--- src/rtl/cache_arbiter.sv ---
// Round-robin arbiter that shares one single-consumer cache among NUM_CONSUMERS requesters.
// Optional: define CACHE_ARB_FIXED_PRIORITY_EN for fixed lowest-index-wins priority (no rr pointer).
module cache_arbiter #(
   parameter int NUM_CONSUMERS = 4,
   parameter int ADDR_BITS     = 8,
   parameter int DATA_BITS     = 8
) (
   input  logic                               clk,
   input  logic                               reset_n,
   input  logic [NUM_CONSUMERS-1:0]           consumer_read_valid,
   input  logic [NUM_CONSUMERS*ADDR_BITS-1:0] consumer_read_address,
   output logic [NUM_CONSUMERS-1:0]           consumer_read_ready,
   output logic [NUM_CONSUMERS*DATA_BITS-1:0] consumer_read_data,
   input  logic [NUM_CONSUMERS-1:0]           consumer_write_valid,
   input  logic [NUM_CONSUMERS*ADDR_BITS-1:0] consumer_write_address,
   input  logic [NUM_CONSUMERS*DATA_BITS-1:0] consumer_write_data,
   output logic [NUM_CONSUMERS-1:0]           consumer_write_ready,
   output logic                               cache_read_valid,
   output logic [ADDR_BITS-1:0]               cache_read_address,
   input  logic                               cache_read_ready,
   input  logic [DATA_BITS-1:0]               cache_read_data,
   output logic                               cache_write_valid,
   output logic [ADDR_BITS-1:0]               cache_write_address,
   output logic [DATA_BITS-1:0]               cache_write_data,
   input  logic                               cache_write_ready,
   input  logic                               cache_idle
);

   localparam int ID_BITS = $clog2(NUM_CONSUMERS);

   typedef enum logic [1:0] {S_IDLE, S_REQ, S_DONE} state_t;

   state_t                           r_state;
   state_t                           w_state_next;
   logic [ID_BITS-1:0]               r_id;
   logic                             r_is_write;
   logic                             r_cache_read_valid;
   logic                             r_cache_write_valid;
   logic [ADDR_BITS-1:0]             r_cache_read_address;
   logic [ADDR_BITS-1:0]             r_cache_write_address;
   logic [DATA_BITS-1:0]             r_cache_write_data;
   logic [NUM_CONSUMERS-1:0]         r_consumer_read_ready;
   logic [NUM_CONSUMERS-1:0]         r_consumer_write_ready;
   logic [NUM_CONSUMERS*DATA_BITS-1:0] r_consumer_read_data;

   logic [NUM_CONSUMERS-1:0]         w_pending;
   logic                             w_found;
   logic [ID_BITS-1:0]               w_winner;
   logic                             w_grant;
   logic                             w_done;
   logic [ADDR_BITS-1:0]             w_rd_addr [NUM_CONSUMERS];
   logic [ADDR_BITS-1:0]             w_wr_addr [NUM_CONSUMERS];
   logic [DATA_BITS-1:0]             w_wr_data [NUM_CONSUMERS];

   for (genvar g = 0; g < NUM_CONSUMERS; g++) begin : g_unpack
      assign w_rd_addr[g] = consumer_read_address[g*ADDR_BITS +: ADDR_BITS];
      assign w_wr_addr[g] = consumer_write_address[g*ADDR_BITS +: ADDR_BITS];
      assign w_wr_data[g] = consumer_write_data[g*DATA_BITS +: DATA_BITS];
   end

   assign w_pending = consumer_read_valid | consumer_write_valid;

`ifdef CACHE_ARB_FIXED_PRIORITY_EN
   // Descending scan so the lowest pending index is the last (winning) assignment.
   always_comb begin
      w_found  = 1'b0;
      w_winner = '0;
      for (int i = NUM_CONSUMERS - 1; i >= 0; i--) begin
         if (w_pending[i]) begin
            w_found  = 1'b1;
            w_winner = ID_BITS'(i);
         end
      end
   end
`else
   logic [ID_BITS-1:0] r_rr_ptr;

   // NOTE: every always_comb output gets a default first, so no path can infer a latch.
   always_comb begin
      int v_idx;
      w_found  = 1'b0;
      w_winner = '0;
      v_idx    = 0;
      for (int i = 0; i < NUM_CONSUMERS; i++) begin
         v_idx = int'(r_rr_ptr) + i;
         if (v_idx >= NUM_CONSUMERS) v_idx = v_idx - NUM_CONSUMERS;
         if (!w_found && w_pending[ID_BITS'(v_idx)]) begin
            w_found  = 1'b1;
            w_winner = ID_BITS'(v_idx);
         end
      end
   end

   always_ff @(posedge clk or negedge reset_n) begin
      if (!reset_n) begin
         r_rr_ptr <= '0;
      end else if (w_done) begin
         r_rr_ptr <= (r_id == ID_BITS'(NUM_CONSUMERS - 1)) ? '0 : r_id + 1'b1;
      end
   end
`endif

   always_ff @(posedge clk or negedge reset_n) begin
      if (!reset_n) r_state <= S_IDLE;
      else          r_state <= w_state_next;
   end

   always_comb begin
      w_state_next = r_state;
      w_grant      = 1'b0;
      w_done       = 1'b0;
      case (r_state)
         S_IDLE: begin
            // A busy cache (fill tail) blocks new grants so its held address stays put.
            if (cache_idle && w_found) begin
               w_grant      = 1'b1;
               w_state_next = S_REQ;
            end
         end
         S_REQ: begin
            if (r_is_write ? cache_write_ready : cache_read_ready) begin
               w_done       = 1'b1;
               w_state_next = S_DONE;
            end
         end
         S_DONE: begin
            if (cache_idle) w_state_next = S_IDLE;
         end
         default: w_state_next = S_IDLE;
      endcase
   end

   // NOTE: sequential state uses non-blocking assignments only; the ready pulses default low each cycle.
   always_ff @(posedge clk or negedge reset_n) begin
      if (!reset_n) begin
         r_id                   <= '0;
         r_is_write             <= 1'b0;
         r_cache_read_valid     <= 1'b0;
         r_cache_write_valid    <= 1'b0;
         r_cache_read_address   <= '0;
         r_cache_write_address  <= '0;
         r_cache_write_data     <= '0;
         r_consumer_read_ready  <= '0;
         r_consumer_write_ready <= '0;
         r_consumer_read_data   <= '0;
      end else begin
         r_consumer_read_ready  <= '0;
         r_consumer_write_ready <= '0;
         if (w_grant) begin
            r_id       <= w_winner;
            r_is_write <= consumer_write_valid[w_winner];
            // A requester with both ops pending gets its write first; the read waits.
            if (consumer_write_valid[w_winner]) begin
               r_cache_write_valid   <= 1'b1;
               r_cache_write_address <= w_wr_addr[w_winner];
               r_cache_write_data    <= w_wr_data[w_winner];
            end else begin
               r_cache_read_valid    <= 1'b1;
               r_cache_read_address  <= w_rd_addr[w_winner];
            end
         end
         if (w_done) begin
            r_cache_read_valid  <= 1'b0;
            r_cache_write_valid <= 1'b0;
            if (r_is_write) begin
               r_consumer_write_ready[r_id] <= 1'b1;
            end else begin
               r_consumer_read_ready[r_id] <= 1'b1;
               for (int i = 0; i < NUM_CONSUMERS; i++) begin
                  if (r_id == ID_BITS'(i)) r_consumer_read_data[i*DATA_BITS +: DATA_BITS] <= cache_read_data;
               end
            end
         end
      end
   end

   assign cache_read_valid     = r_cache_read_valid;
   assign cache_read_address   = r_cache_read_address;
   assign cache_write_valid    = r_cache_write_valid;
   assign cache_write_address  = r_cache_write_address;
   assign cache_write_data     = r_cache_write_data;
   assign consumer_read_ready  = r_consumer_read_ready;
   assign consumer_write_ready = r_consumer_write_ready;
   assign consumer_read_data   = r_consumer_read_data;

endmodule
--- config.mk ---
export PLATFORM = sky130hd
export DESIGN_NAME = cache_arbiter
export DESIGN_NICKNAME = d
export VERILOG_FILES = /design/src/rtl/cache_arbiter.sv
export SDC_FILE = /design/constraint.sdc
export NUM_CORES = 1
export LEC_CHECK = 0
export CAP_MARGIN = 5
export CORE_MARGIN = 2
export CORE_UTILIZATION = 42
export CTS_BUF_LIST = sky130_fd_sc_hd__clkbuf_4
export CTS_CLUSTER_DIAMETER = 60
export CTS_CLUSTER_SIZE = 12
export DETAILED_ROUTE_END_ITERATION = 7
export HOLD_SLACK_MARGIN = 0.1
export PLACE_DENSITY_LB_ADDON = 0.15
export SYNTH_ARGS = -nofsm -noshare
export SYNTH_HDL_FRONTEND = slang
export SYNTH_SLANG_ARGS = --single-unit
--- constraint.sdc ---
create_clock -name clk -period 3 [get_ports clk]
set_input_delay 0.6 -clock clk [delete_from_list [all_inputs] [get_ports clk]]
set_output_delay 0.6 -clock clk [all_outputs]
set_load 0.05 [all_outputs]
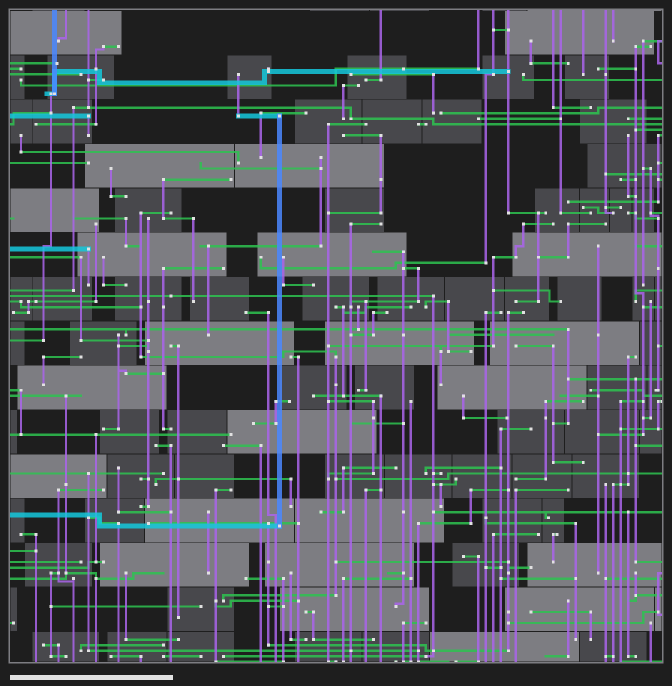
**Above:** close-up of the layout.
The bar under the picture is 10 um long. Region (29, 9) to (69, 49) um. Cells in grey, sequential cells in the stronger grey; small squares are vias.
| colour | layer |
|---|---|
| blue | metal 4 |
| purple | metal 2 |
| cyan | metal 3 |
| green | metal 1 |
cells with their middle in the window: 77
netlist names of flops here include: consumer_read_data (18), cache_read_address (2), r_id (2)
sequential cells in the window: 23
most frequent: dfrtp_1 (23), mux2_2 (21), clkdlybuf4s50_1 (17)

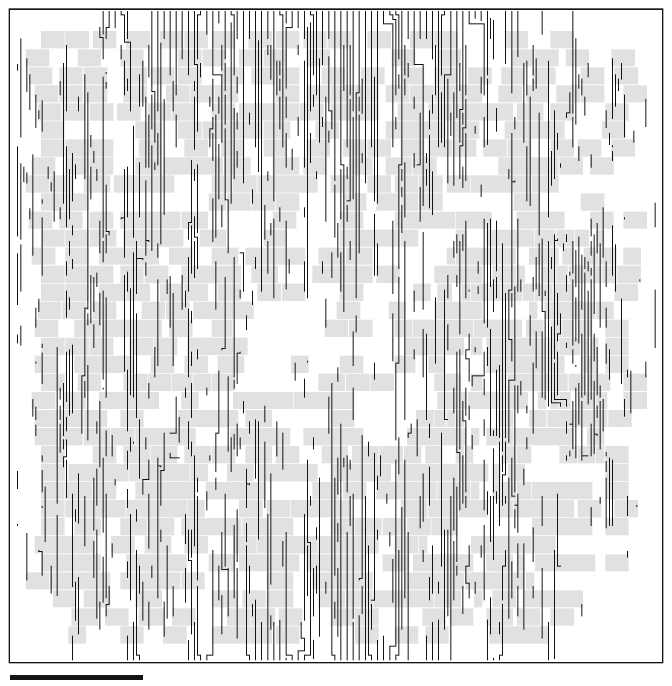
**Above:** M2 wires.
The bar under the picture is 20 um long.
main direction: vertical
wire length on this layer: 5430 um
nets with wire on the layer: 546
share of all routed wire: 55%
longest straight run: 42.2 um
met2 usage: 37.0%
via count: 3036
Routed Wire Length: 9.95 mm

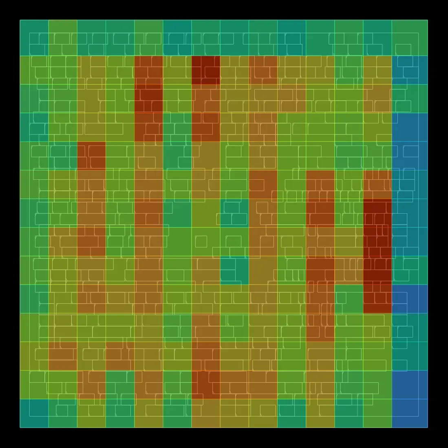
**Above:** routing congestion.
GRT met1 Usage: 23.1%
WL per Instance: 16.7 um

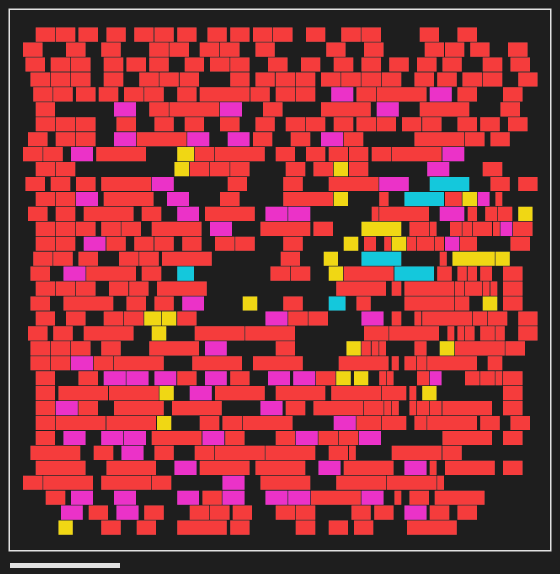
**Above:** sizing map.
The bar under the picture is 20 um long.
| colour | size | cells |
|---|---|---|
| magenta | _2 cells | 63 |
| yellow | _3 and _4 cells | 26 |
| red | _0 and _1 cells | 394 |
| cyan | _6 and larger | 6 |

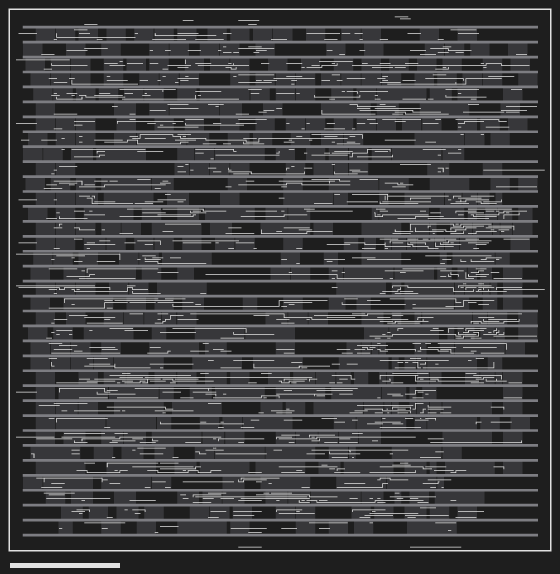
**Above:** met1 routing.
The bar under the picture is 20 um long. Supply wires on this layer in grey.
share of all routed wire: 38%
wire length on this layer: 3750 um
nets with wire on the layer: 506
longest straight run: 40.5 um
main direction: horizontal

==> impl_metrics.yaml <==
# physical design summary
synth:
  synthTopCellsByCount: "74 x mux2i_1, 73 x dfrtp_1, 57 x mux2_2"
  syn-num-nets: 411
  topCellsByArea: "dfrtp_1 49%, mux2i_1 20%, mux2_2 17%"
  top_area_share_pct: 48.9
  synth_cell_types: 34
  avgSynthCellArea_um2: 12.9
floorplan:
  taps: 108
  core_mm2: 0.00868
  die_w_um: 98.3
  pin_count: 183
  fp_util_pct: 43.1
routing:
  via_per_inst: 5.09
  drc_errors: 0
  drtPass1Iterations: 4
  drt_iter0_markers: 50
job:
  drv_cap: 0
power_and_ir_drop:
  power-top-group: "combinational cells"
  power_frac_clock_pct: 8.9
  pg_clk_uw: 558
run_status:
  status: "finished, final reports clean"
layout:
  area_growth_pct: 58.2
  layout_top_cells: "181 x clkdlybuf4s50_1, 74 x mux2i_1, 73 x dfrtp_1"
  clkCellAreaFrac_pct: 2.12
  seq_area_share_pct: 30.9
  comb_share_pct: 30.8
  nets: 605
  layout_top_cell: "clkdlybuf4s50_1"
cts:
  clock_path_buffers: 2
  ctsHoldBuffers: 0
placement:
  dpl.hpwl_mm: 7.80
  port-buffer-count: 182
worst_setup_path:
  crit_type: "in -> reg"
  r2r_end: "cache_write_address[3]"
  crit_required_ns: 3.28
timing:
  final-max-slew-violation-count: 0
  max_slew_margin_pct: 39.9
  min_period_ns: 2.66
global_route:
  globalRoute.totalOverflow: 0
  grt_usage_pct: 20.3
  grt_max_degree: 74
  grt_pass1_vias: 3141
[routing by layer]
layer  share of wire, %  vias up  track usage (%)
li1                   -     1445                -
met1                 38     1496             23.1
met2                 55       89             37.0
met3                6.9        6             5.94
met4               0.82        0             5.48
met5                  0        -                0
[registers in the layout, summed over array words and instances (netlist names)]
signal,count
r_is_write,1
consumer_read_data,32
r_rr_ptr,2
r_id,2
cache_write_data,8
cache_read_address,8
cache_write_valid,1
consumer_read_ready,4
cache_read_valid,1
r_state,2
consumer_write_ready,4
cache_write_address,8
[worst max-delay path, cell delays in order]
cell and delay, ns:
clkdlybuf4s50_1 0.43, or4_1 0.58, o2111ai_1 0.15, and2_2 0.30, a211oi_2 0.08, a211oi_4 0.27
buf_12 0.19, mux2_2 0.34
[through the flow]
step                      std cells  setup slack [ns]  TNS (ns)  power, uW  util [%]
after global placement          581            0.0258         0       5720      66.7
final                           597             0.336         0       6300      68.1
after global routing            597             0.272         0       6630      68.1
after detailed placement        581           -0.0435    -0.478       5800      66.7
after floorplan                 290             0.406         0       4400         -
after CTS                       597             0.381         0       6360      68.1
[how the worst max path moves through the flow]
stage	slack (ns)	to	from
2_1_floorplan	0.41	cache_write_address[0]	consumer_read_valid[1]
3_3_place_gp	0.03	cache_write_address[2]	consumer_read_valid[1]
3_5_place_dp	-0.04	cache_write_address[3]	consumer_read_valid[1]
4_1_cts	0.38	cache_write_address[3]	consumer_read_valid[1]
5_1_grt	0.27	cache_write_address[2]	consumer_read_valid[1]
6_report	0.34	cache_write_address[3]	consumer_read_valid[1]
[kinds of logic (layout without fill, tap and decap cells)]
family          after synthesis  after routing  share of synthesized area (%)
mux                         131            131                           37.0
simple gates                 36             36                           5.12
compound gates               24             24                           4.79
flops                        73             73                           48.9
buf+inv                      22            221                           2.88
fa+ha+maj                     4              4                           1.34
Power is estimated from default activity; no workload was simulated.
